### config.mk
export PLATFORM = sky130hd
export DESIGN_NAME = sm_rr_merge
export DESIGN_NICKNAME = d
export VERILOG_FILES = /design/src/rtl/sm_rr_merge.sv
export SDC_FILE = /design/constraint.sdc
export NUM_CORES = 1
export LEC_CHECK = 0
export CAP_MARGIN = 20
export CORE_UTILIZATION = 27
export DETAILED_ROUTE_END_ITERATION = 10
export GPL_TIMING_DRIVEN = 0
export MAX_ROUTING_LAYER = met4
export PLACE_DENSITY = 0.44
export SYNTH_ARGS = -nofsm -noshare
export SYNTH_HDL_FRONTEND = slang
export SYNTH_SLANG_ARGS = --single-unit
### constraint.sdc
create_clock -name clk -period 3.55 [get_ports clk]
set_input_delay 0.5325 -clock clk [delete_from_list [all_inputs] [get_ports clk]]
set_output_delay 0.5325 -clock clk [all_outputs]
set_load 0.03 [all_outputs]
### src/rtl/sm_rr_merge.sv
// sm_rr_merge: per-producer FIFOs feeding one valid-only datapath input via a round-robin scheduler.
// Optional macro SM_MERGE_OVF_EN adds sticky per-producer overflow flags (ovf) and their clear (ovf_clr).
module sm_rr_merge #(
  parameter  int N     = 4,
  parameter  int DW    = 8,
  parameter  int DEPTH = 4,
  localparam int SW    = $clog2(N)
) (
  input  logic            clk,
  input  logic            rst,
  input  logic [N-1:0]    s_dval,
  input  logic [N*DW-1:0] s_data,
`ifdef SM_MERGE_OVF_EN
  input  logic            ovf_clr,
  output logic [N-1:0]    ovf,
`endif
  output logic            o_dval,
  output logic [DW-1:0]   o,
  output logic [SW-1:0]   o_src,
  output logic            busy
);

  localparam int AW = $clog2(DEPTH);

  logic [DW-1:0] r_mem [N][DEPTH];
  logic [AW:0]   r_wp [N];
  logic [AW:0]   r_rp [N];
  logic          r_o_dval;
  logic [DW-1:0] r_o;
  logic [SW-1:0] r_o_src;
  logic [SW-1:0] r_last;

  logic [N-1:0]  w_empty;
  logic [N-1:0]  w_full;
  logic [N-1:0]  w_pop;
  logic [N-1:0]  w_push;
  logic          w_gnt_vld;
  logic [SW-1:0] w_gnt;
  logic [SW:0]   w_cand;
  logic [DW-1:0] w_head;

  // FIFO status from registered pointers; a word written this cycle is invisible until the next
  always_comb begin
    w_empty = '0;
    w_full  = '0;
    for (int k = 0; k < N; k++) begin
      w_empty[k] = (r_wp[k] == r_rp[k]);
      w_full[k]  = (r_wp[k][AW] != r_rp[k][AW]) &&
                   (r_wp[k][AW-1:0] == r_rp[k][AW-1:0]);
    end
  end

  // Round-robin search starting one past the last producer served
  always_comb begin
    w_gnt_vld = 1'b0;
    w_gnt     = '0;
    w_cand    = '0;
    for (int i = 1; i <= N; i++) begin
      w_cand = {1'b0, r_last} + (SW+1)'(i);
      if (w_cand >= (SW+1)'(N)) begin
        w_cand = w_cand - (SW+1)'(N);
      end else begin
      end
      if (!w_gnt_vld && !w_empty[w_cand[SW-1:0]]) begin
        w_gnt_vld = 1'b1;
        w_gnt     = w_cand[SW-1:0];
      end else begin
      end
    end
  end

  // Pop the granted FIFO; a full FIFO being popped still accepts its push
  always_comb begin
    w_pop  = '0;
    w_push = '0;
    for (int k = 0; k < N; k++) begin
      w_pop[k]  = w_gnt_vld && (w_gnt == SW'(k));
      w_push[k] = s_dval[k] && (!w_full[k] || w_pop[k]);
    end
  end

  assign w_head = r_mem[w_gnt][r_rp[w_gnt][AW-1:0]];

  // FIFO storage; contents are qualified by the pointers so no reset is needed
  always_ff @(posedge clk) begin
    for (int k = 0; k < N; k++) begin
      if (w_push[k]) begin
        r_mem[k][r_wp[k][AW-1:0]] <= s_data[k*DW +: DW];
      end
    end
  end

  // FIFO pointers
  always_ff @(posedge clk or negedge rst) begin
    if (!rst) begin
      for (int k = 0; k < N; k++) begin
        r_wp[k] <= '0;
        r_rp[k] <= '0;
      end
    end else begin
      for (int k = 0; k < N; k++) begin
        if (w_push[k]) begin
          r_wp[k] <= r_wp[k] + (AW+1)'(1);
        end
        if (w_pop[k]) begin
          r_rp[k] <= r_rp[k] + (AW+1)'(1);
        end
      end
    end
  end

  // Issue register: o and o_src hold their value on idle cycles
  always_ff @(posedge clk or negedge rst) begin
    if (!rst) begin
      r_o_dval <= 1'b0;
      r_o      <= '0;
      r_o_src  <= '0;
      r_last   <= SW'(N - 1);
    end else if (w_gnt_vld) begin
      r_o_dval <= 1'b1;
      r_o      <= w_head;
      r_o_src  <= w_gnt;
      r_last   <= w_gnt;
    end else begin
      r_o_dval <= 1'b0;
    end
  end

`ifdef SM_MERGE_OVF_EN
  logic [N-1:0] w_drop;
  logic [N-1:0] r_ovf;

  assign w_drop = s_dval & w_full & ~w_pop;

  // Sticky drop flags; a drop in the clearing cycle wins over the clear
  always_ff @(posedge clk or negedge rst) begin
    if (!rst) begin
      r_ovf <= '0;
    end else begin
      r_ovf <= (ovf_clr ? '0 : r_ovf) | w_drop;
    end
  end

  assign ovf = r_ovf;
`endif

  assign o_dval = r_o_dval;
  assign o      = r_o;
  assign o_src  = r_o_src;
  assign busy   = (|(~w_empty)) | r_o_dval;

endmodule
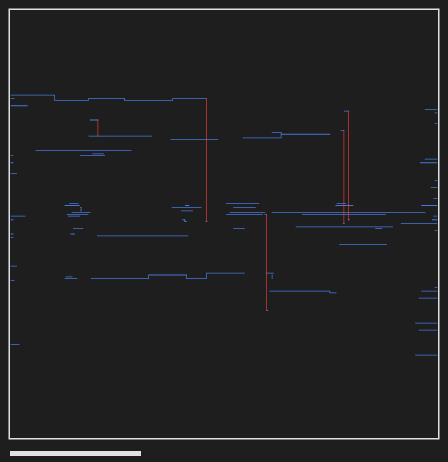
*Signal wires by layer, run 1*
Bar = 50 um. Only two layers are drawn.
layer	colour	wire length
metal 4	red	167 um
metal 3	blue	718 um
routed wire length: 17140 um
GRT Resource Usage Total: 13.83%
Vias: 4030

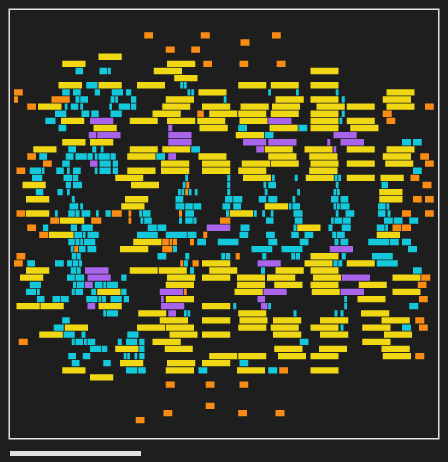
*Cell classes on the final placement, run 1*
Bar = 50 um.
class	colour	cells	share of their area
flops	yellow	165	59%
other buffers and delay cells	orange	71	7.9%
clock drivers and dummy loads	purple	32	7.1%
combinational and other logic	cyan	283	26%
fin util: 33.71%
std cell rows: 58
Final Cell Area: 0.008538 mm2

==> run notes, run 1 <==
run results: count leader, synth=edfxtp_1, share of layout cells above drive strength 1=11.43%, DRT met1 WL=7500 um, f_max=~310 MHz, chip height=163.4 um, run status=completed, most numerous logic cell after layout=edfxtp_1, fin worst setup slack=roughly 0.29 ns, Ant. Diodes=0, Largest stage delay, worst path=0.65 ns, fin crit period=3.263 ns, Final period util=91.92%, Setup crit end=busy, Cell area leaders=edfxtp_1 55%, dfrtp_1 12%, mux2i_1 6.1%, postcts setup bufs=0, worst hold slack=roughly 0.48 ns, Tapcells=330, kind of critical path=register to output pin, Setup Slack @ Placement=0.4994 ns, Max clock buf depth=2, hold buffer count at cts=1, worst-case reg-to-reg path depth=8, post-CTS sizing=0, CTS Root Cell=clkbuf_16, area leader, netlist=edfxtp_1, Worst EP arrival=2.73 ns, # clk buffers=18, Cells after Synth=between 400 and 500, Buffers on Ports=49, Synth top cells by count=128 x edfxtp_1, 74 x nand2_1, 43 x mux2i_1, 35 x dfrtp_1, Reg-to-Reg Start=r_rp[6]$_DFFE_PN0P_, CP bufs+invs=1, Comb gates=273
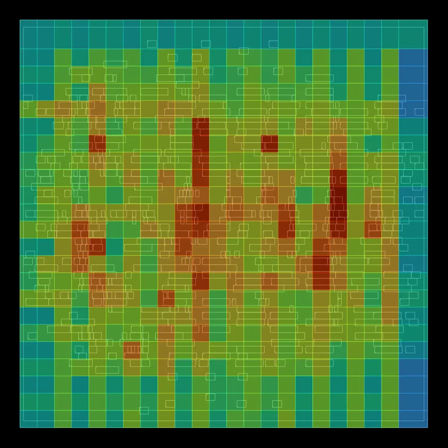
*Routing congestion, run 1*
layer with the highest usage: met2
detail-routed net length per standard cell: 19.45 um

run 1: logic make-up after synthesis:
| group | count (synthesis) | share of synthesized area, % |
|---|---|---|
| DFF | 165 | 67.88 |
| adders and majority gates | 20 | 3.559 |
| buffers and inverters | 30 | 2.278 |
| xor gates and xnor gates | 28 | 3.488 |
| muxes | 55 | 9.325 |
| and+or+nand+nor | 108 | 6.959 |
| AOI/OAI and AO/OA | 62 | 6.513 |
run 1: registers in the layout, indices dropped and copies added, names as in the netlist:
name    cells
r_wp       12
o_src       2
o_dval      1
r_last      2
o           8
r_rp       12
r_mem     128
==> run 2: changes to the inputs <==
==> constraint.sdc (replaced) <==
create_clock -name clk -period 3.55 [get_ports clk]
set_input_delay 0.5325 -clock clk [delete_from_list [all_inputs] [get_ports clk]]
set_output_delay 0.5325 -clock clk [all_outputs]
set_load 0.005 [all_outputs]
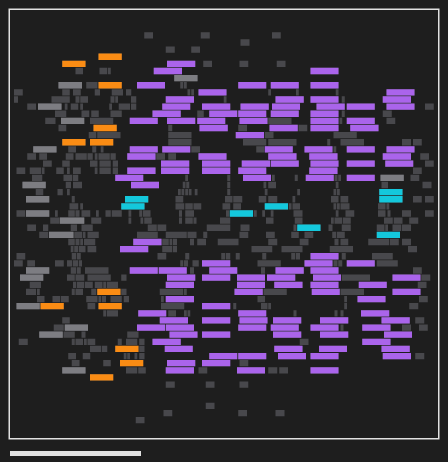
*Sequential cells coloured by netlist name, run 2*
Bar = 50 um. Other sequential cells in the stronger grey, the rest of the logic in the fainter grey.
signal	colour	placed flops
r_mem	purple	128
o	cyan	8
r_wp	orange	12
not coloured	17
Storage cell area: 0.004772 mm2

==> run 2 against run 1 <==
Effect of this change:
- final cell count unchanged
- critical path depth unchanged
- final area unchanged
==> run notes, run 2 <==
run results: run status=completed (unchanged), Worst EP arrival=2.58 ns (was 2.73 ns), Post-synth mux share=9.326% (unchanged), worst-case reg-to-reg path depth=8 (unchanged), worst hold slack=0.4833 ns (unchanged), Basic Gates by Area=6.959% (unchanged), detail-routed net length per standard cell=19.45 um (unchanged), Buffers on Ports=49 (unchanged), GRT Resource Usage Total=13.83% (unchanged), chip height=163.4 um (unchanged), xor/xnor share=3.488% (unchanged), fin crit period=3.117 ns (was 3.263 ns), Largest stage delay, worst path=0.65 ns (about the same), fin util=33.71% (unchanged), Synth top cells by count=128 x edfxtp_1, 74 x nand2_1, 43 x mux2i_1, 35 x dfrtp_1 (unchanged), Reg-to-Reg Start=r_rp[6]$_DFFE_PN0P_ (unchanged), Ant. Diodes=0 (unchanged), Cells after Synth=468 (unchanged), Final period util=87.80% (was 91.92%)
-- run 2: cell counts after synthesis --
Identical to the previous run, type by type.
-- run 2: worst reg2reg max path, delay by kind of cell (launching register included) --
family / cells / cell delay, ns
flip-flops: 1 / 0.46
XOR/XNOR: 1 / 0.23
AND/OR/NAND/NOR: 3 / 1.01
AND-OR/OR-AND: 3 / 0.69
buffers and inverters: 1 / 0.28
-- run 2: area by class of cell --
class / instances / area (um2)
timing repair buffer: 51 / 515.5
inverter: 10 / 37.54
buffer: 20 / 122.6
sequential: 165 / 4772
clock inverter: 14 / 150.1
tap: 330 / 412.9
multi-input combinational: 273 / 2098
clock buffer: 18 / 429.2
fill: 2433 / 16790
==> run 3: changes to the inputs <==
- CAP_MARGIN: 20 -> 40
- CORE_MARGIN: unset -> 5
- GPL_TIMING_DRIVEN: 0 -> 1
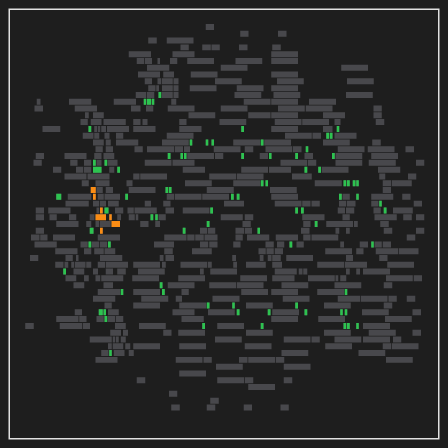
*Logic cells by family, run 3*
family	colour	cells
NAND gates	green	80
NOR gates	orange	7
Final Non-Filler Cells: 871
most numerous logic cell after layout: edfxtp_1
Comb/total area: 24.91%

==> run 3 against run 2 <==
Effect of this change:
- fmax is 1.1% higher
- critical path type unchanged
- setup slack improved by 0.035 ns
- final area shrank 0.47%
- first-iteration DRC count decreased by 30%
- hold slack worse by 0.48 ns
- sequential cell count stayed put
- non-clock buffer count shrank 15
- register-to-register slack worse by 0.03 ns
- clock-buffer cell count unchanged
- synthesized area unchanged
==> run notes, run 3 <==
run results: fin worst setup slack=0.4679 ns (was 0.4330 ns), Post-synth mux share=9.326% (unchanged), Vias=3894 (was 4030), Buffers on Ports=49 (unchanged), Tapcells=335 (was 330), Largest stage delay, worst path=0.57 ns (was 0.65 ns), Setup Slack @ Placement=0.4422 ns (was 0.4994 ns), area fraction in compound gates=6.514% (unchanged), detail-routed net length per standard cell=19.95 um (was 19.45 um), flip-flops=165 (unchanged), CP bufs+invs=1 (unchanged), Clock buf/inv share=6.994% (was 6.785%), postcts setup bufs=0 (unchanged), CTS Root Cell=clkbuf_16 (unchanged), Cell area leaders=edfxtp_1 55%, dfrtp_1 12%, mux2i_1 6.1% (unchanged), number of flip-flops in the largest register=128 (unchanged), Comb area=0.002117 mm2 (was 0.002098 mm2), Worst EP arrival=2.55 ns (was 2.58 ns), Setup crit end=busy (unchanged), Reg-to-Reg Start=r_rp[6]$_DFFE_PN0P_ (unchanged), area leader, netlist=edfxtp_1 (unchanged), worst-case reg-to-reg path depth=8 (unchanged), fin util=32.89% (was 33.71%), DRT met1 WL=7109 um (was 7500 um), # fillers=2568 (was 2433), GRT Resource Usage Total=12.62% (was 13.83%), run status=completed (unchanged), count of non-CTS buffers in the layout=56 (was 71)
-- run 3: netlist changes by cell type in the layout (fill, tap and decap cells not counted), sizes merged --
cell | previous run | this run
buf | 16 | 8
clkbuf | 24 | 18
clkinv | 6 | 1
clkinvlp | 1 | 4
dlygate4sd3 | 1 | 0
inv | 15 | 17
-- run 3: cell families (layout without fill, tap and decap cells) --
family	count (synthesis)	after routing
buf+inv	30	98
simple gates	108	108
mux	55	55
flops	165	165
xor+xnor	28	28
fa+ha+maj	20	20
compound gates	62	62
